### The metal 2 layer

(3 px per um) Cells faint in the background.
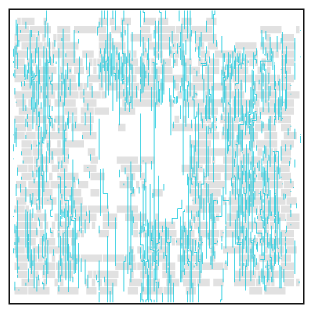
### The metal 4 layer

(4 px per um) Supply wires on this layer in grey.
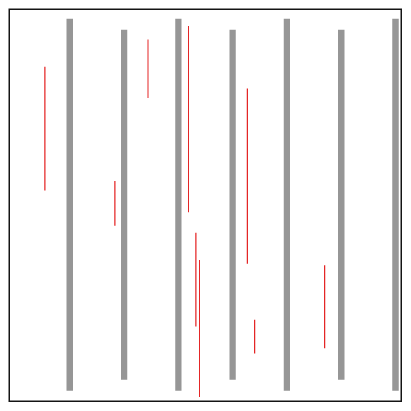
### Signal wires on met3

(4 px per um)
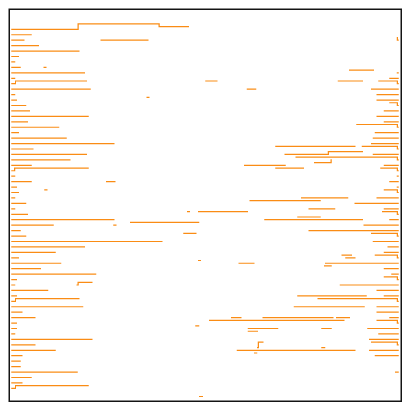
### The metal 1 layer

(4 px per um) Supply wires on this layer in grey.
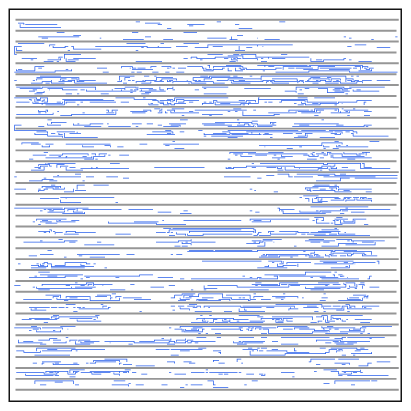
### Cell placement

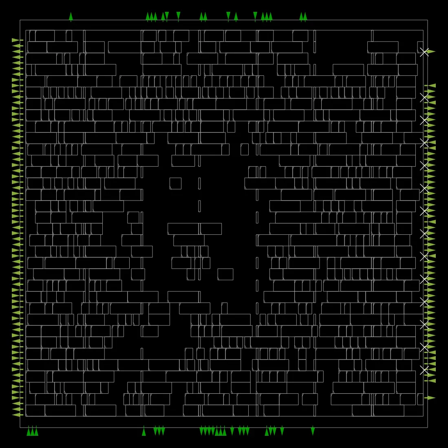
Design cache_line_refill, sky130hd; sources not shown.
==> summary.txt <==
Results of an implementation run.

Counting every sink on the clock net gives 101. The number of design-rule violations left by the first detailed-router iteration is 180. The part of the Yosys area used for sequential elements is 0.526. For this run, design rule violations remaining after detail routing come to 28.

The instance count of the mapped netlist is 482. Hold timing on the final database bottoms out at a slack of 0.412 ns. Measured in cells, the most critical reg-to-reg path has a length of 7.

The worst-case max-slew headroom was logged as 0.660. The count of cell types in the netlist is 18. The internal reg-to-reg setup slack is 0.14 ns. In the global route stage, overall resource usage came out at 0.226. The final estimated routing congestion in global placement is 0.825.

The worst setup path is launched from a flop. The library cell contributing the largest single delay on the critical path is clkdlybuf4s50_1. No sink is reached through more buffers than the 2 on the longest clock path. The critical path's top delay family is buffers and inverters. The number of stages on the worst hold path is 2. The run finished, with violations left. The multi-input combinational cells in the finished layout cover a total of 0.00163 mm2. The worst endpoint data arrival time is 1.32 ns. The layout-stage area growth over the synthesis result is 52.2%.

The number of synthesized flops with an enable pin is 0. The count of antenna-violating nets left after detailed routing is 0. The commonest cells after synthesis are 101 x dfxtp_1, 81 x nand2_1, 68 x nand3_1, 68 x nor2_1, 67 x a21oi_1. According to the floorplan report, the die height is 97.7 um. The clock period minus final worst setup slack is 1.66 ns.

In the final timing run, aggregate negative setup slack is 0 ns. All stages included, the depth of the critical timing path comes to 1. The clock slew at the register clock pins of the worst setup and hold paths is 0.10 ns.

The critical setup path kind is reg2out. The most repeated cell in the gate-level netlist after synthesis is dfxtp_1. The cell area that synthesis handed to floorplanning was 0.00384 mm2. In this run the horizontal extent of the chip is 97.7 um. The CTS H-tree depth is 3. The average wire per standard cell is 15.0 um.

The critical path endpoint has a required time of 1.36 ns. The overall power consumption is 6.94 mW. The via count of the first global-routing pass came to 3644.

The reported max-cap violation count is 0. The main flop type is dfxtp_1. Dividing the final minimum period by the clock period gives 0.979. Setup repair after global routing could not meet its margin everywhere.

The total cell area at the placement stage is 0.00530 mm2. The min-delay analysis places its worst path in the category in2reg. The total inserted antenna cells is 0. The first TritonRoute pass finished after 7 iterations. The synthesis-stage register bit count is 101. The number of flip-flops under the largest register name is 64. Per the finish-stage timing summary, setup violations number 0. The fill cell instance count of the final layout is 722. The number of antenna violations at the first check in global routing came to 0.

Along the worst path, the maximum fanout reaches 2. The chip area line of the yosys report is 0.00384 mm2. Per the synth stats, the proportion of register bits with asynchronous set or reset is 0. The leakage component of the power was reported as 3.17 nW. The share of post-route cells with drive strength above 1 is 0.0658. The TritonCTS clock tree is built. At the floorplan stage, the core utilization is reported as 0.436. The worst setup path is captured at an output pin. The report lists the cells along the critical path as clkdlybuf4s50_1. TritonCTS created 9 clock buffers. The root buffer cell is clkbuf_8.

The delay of the slowest cell on the worst path is 0.61 ns. Using the TritonRoute via totals, the vias-per-cell ratio works out to 5.16. Derived from the worst setup path, the maximum achievable clock frequency is 0.601 GHz. For this design, Yosys synthesis ends with a cell count of 482. Pin placement for this block handled 162 I/O pins. With fillers left out, the area of the finished cells amounts to 0.00585 mm2. The final reports fail on DRC. The synthesis report lists the Yosys warning total as 0. The die area is 0.00954 mm2. In the final design database the tool counted 683 nets. The number of hold violations in the final report is 0. The count of tool warnings is 36. The worst clock skew is 0.0125 ns. The first global-routing pass estimated 17200 um of wire. Sorting the Yosys area breakdown by cell type puts at the top dfxtp_1.

The maximum number of pins on one net before global-route repair is 70. The count of pins over their slew limit is 0. The synthesized area divided by synthesized cell count is 7.97 um2. Ranked by total cell area, the synthesized netlist is headed by dfxtp_1 53%, nand3_1 8.9%, a21oi_1 8.7%, nand2_1 7.9%, nor2_1 6.6%. The total power divided by cell area is 1190 mW/mm2. Detailed placement finished with a half-perimeter wire length of 7090 um.

The transition time recorded at the tightest slew-check pin is 0.510 ns. Across the VDD grid, the largest voltage drop is 673 uV. The buffer-and-inverter tally for the worst setup path is 1. The layout report lists the combined flip-flop and latch area as 0.00202 mm2. The remaining global-route overflow is 0. Per the placement log, port buffering inserted 155 buffers. The area fraction of the dominant cell type after synthesis is 0.526. The area of the core is 0.00881 mm2. The later-pin clock latency in the skew report is 0.35 ns.
-- 'The metal 2 layer' (at the start) --
The layer carries 5050 um of wire. 546 nets have wire on it. The wires run mostly vertical. The layer holds 46% of the routed length. The longest straight run is 61.9 um.
GR Util met2: 0.379
routed wire length: 11000 um

-- 'The metal 4 layer' (at the start) --
The longest straight run is 46.2 um. The wires run mostly vertical. The layer carries 231 um of wire. 8 nets have wire on it. The layer holds 2.1% of the routed length.
vias after detailed routing: 3772

-- 'Signal wires on met3' (at the start) --
The layer carries 1280 um of wire. 145 nets have wire on it. The longest straight run is 37.5 um. The layer holds 12% of the routed length.
met3 capacity usage during global routing: 0.0871

-- 'The metal 1 layer' (at the start) --
The longest straight run is 21.6 um. 570 nets have wire on it. The layer carries 4390 um of wire. The wires run mostly horizontal. The layer holds 40% of the routed length.
global routing usage on met1: 0.259

-- 'Cell placement' (at the start) --
# rows: 34
Tapcell Cnt: 108
final design utilization: 0.664
final cell count without fillers: 731
Flop Count: 101

cell families (layout without fill, tap and decap cells):
family,count (synthesis),in the layout,synth area share
and+or+nand+nor,220,220,0.239
adders and majority gates,8,8,0.0261
other,1,3,0.000976
DFF,101,101,0.526
AOI/OAI and AO/OA,100,100,0.130
buffers and inverters,52,191,0.0775
power breakdown:
part / total (mW) / internal [mW] / leakage [nW] / switching [mW]
clock: 1.68 / 0.876 / 0.114 / 0.807
combinational: 2.41 / 0.923 / 2.24 / 1.49
sequential: 2.84 / 2.67 / 0.822 / 0.169
timing repair:
action | CTS | global route
cloned | 1 | 2
resized | 32 | 79
buffers inserted | 3 | 0
hold buffers | 0 | 0
setup endpoints to repair | 104 | 161
hold endpoints to repair | 0 | 0
final cells by class:
cell class / count / share of cell area
sequential: 101 / 0.346
inverter: 13 / 0.0118
tap: 108 / 0.0231
multi-input combinational: 331 / 0.279
timing repair inverter: 3 / 0.00428
clock buffer: 11 / 0.0242
clock inverter: 5 / 0.0141
timing repair buffer: 159 / 0.298
stage by stage:
| stage | setup WS, ns | std cells | utilization |
|---|---|---|---|
| 2_1_floorplan | -0.278 | 445 | - |
| 3_3_place_gp | -2.34 | 708 | 0.600 |
| 3_5_place_dp | -1.18 | 709 | 0.602 |
| 4_1_cts | -0.0258 | 729 | 0.637 |
| 5_1_grt | -0.0315 | 731 | 0.664 |
| 6_report | 0.0361 | 731 | 0.664 |
routing by layer:
layer / GRT usage / up-vias / share of wire
li1: - / 1858 / -
met3: 0.0871 / 19 / 0.12
met5: 0 / - / 0
met4: 0.0886 / 0 / 0.021
met2: 0.379 / 203 / 0.46
met1: 0.259 / 1692 / 0.40
layout by cell type, fill, tap and decap left out, types with 2 or more instances in the layout:
cell | netlist | final
inv_6 | 0 | 3
nand2_4 | 0 | 2
nand2_1 | 81 | 76
dlygate4sd2_1 | 0 | 3
ha_2 | 0 | 4
bufinv_16 | 0 | 2
a21oi_1 | 67 | 67
clkdlybuf4s50_1 | 0 | 81
inv_1 | 12 | 10
conb_1 | 1 | 3
dfxtp_1 | 101 | 100
nor2_1 | 68 | 68
buf_4 | 5 | 3
buf_2 | 13 | 2
clkinvlp_4 | 0 | 3
o21ai_0 | 33 | 33
nand2_8 | 0 | 4
clkbuf_8 | 0 | 10
dlymetal6s2s_1 | 0 | 67
nand3_1 | 68 | 68
ha_1 | 8 | 3
No activity file was given, so power comes from the tool's default toggle rates.
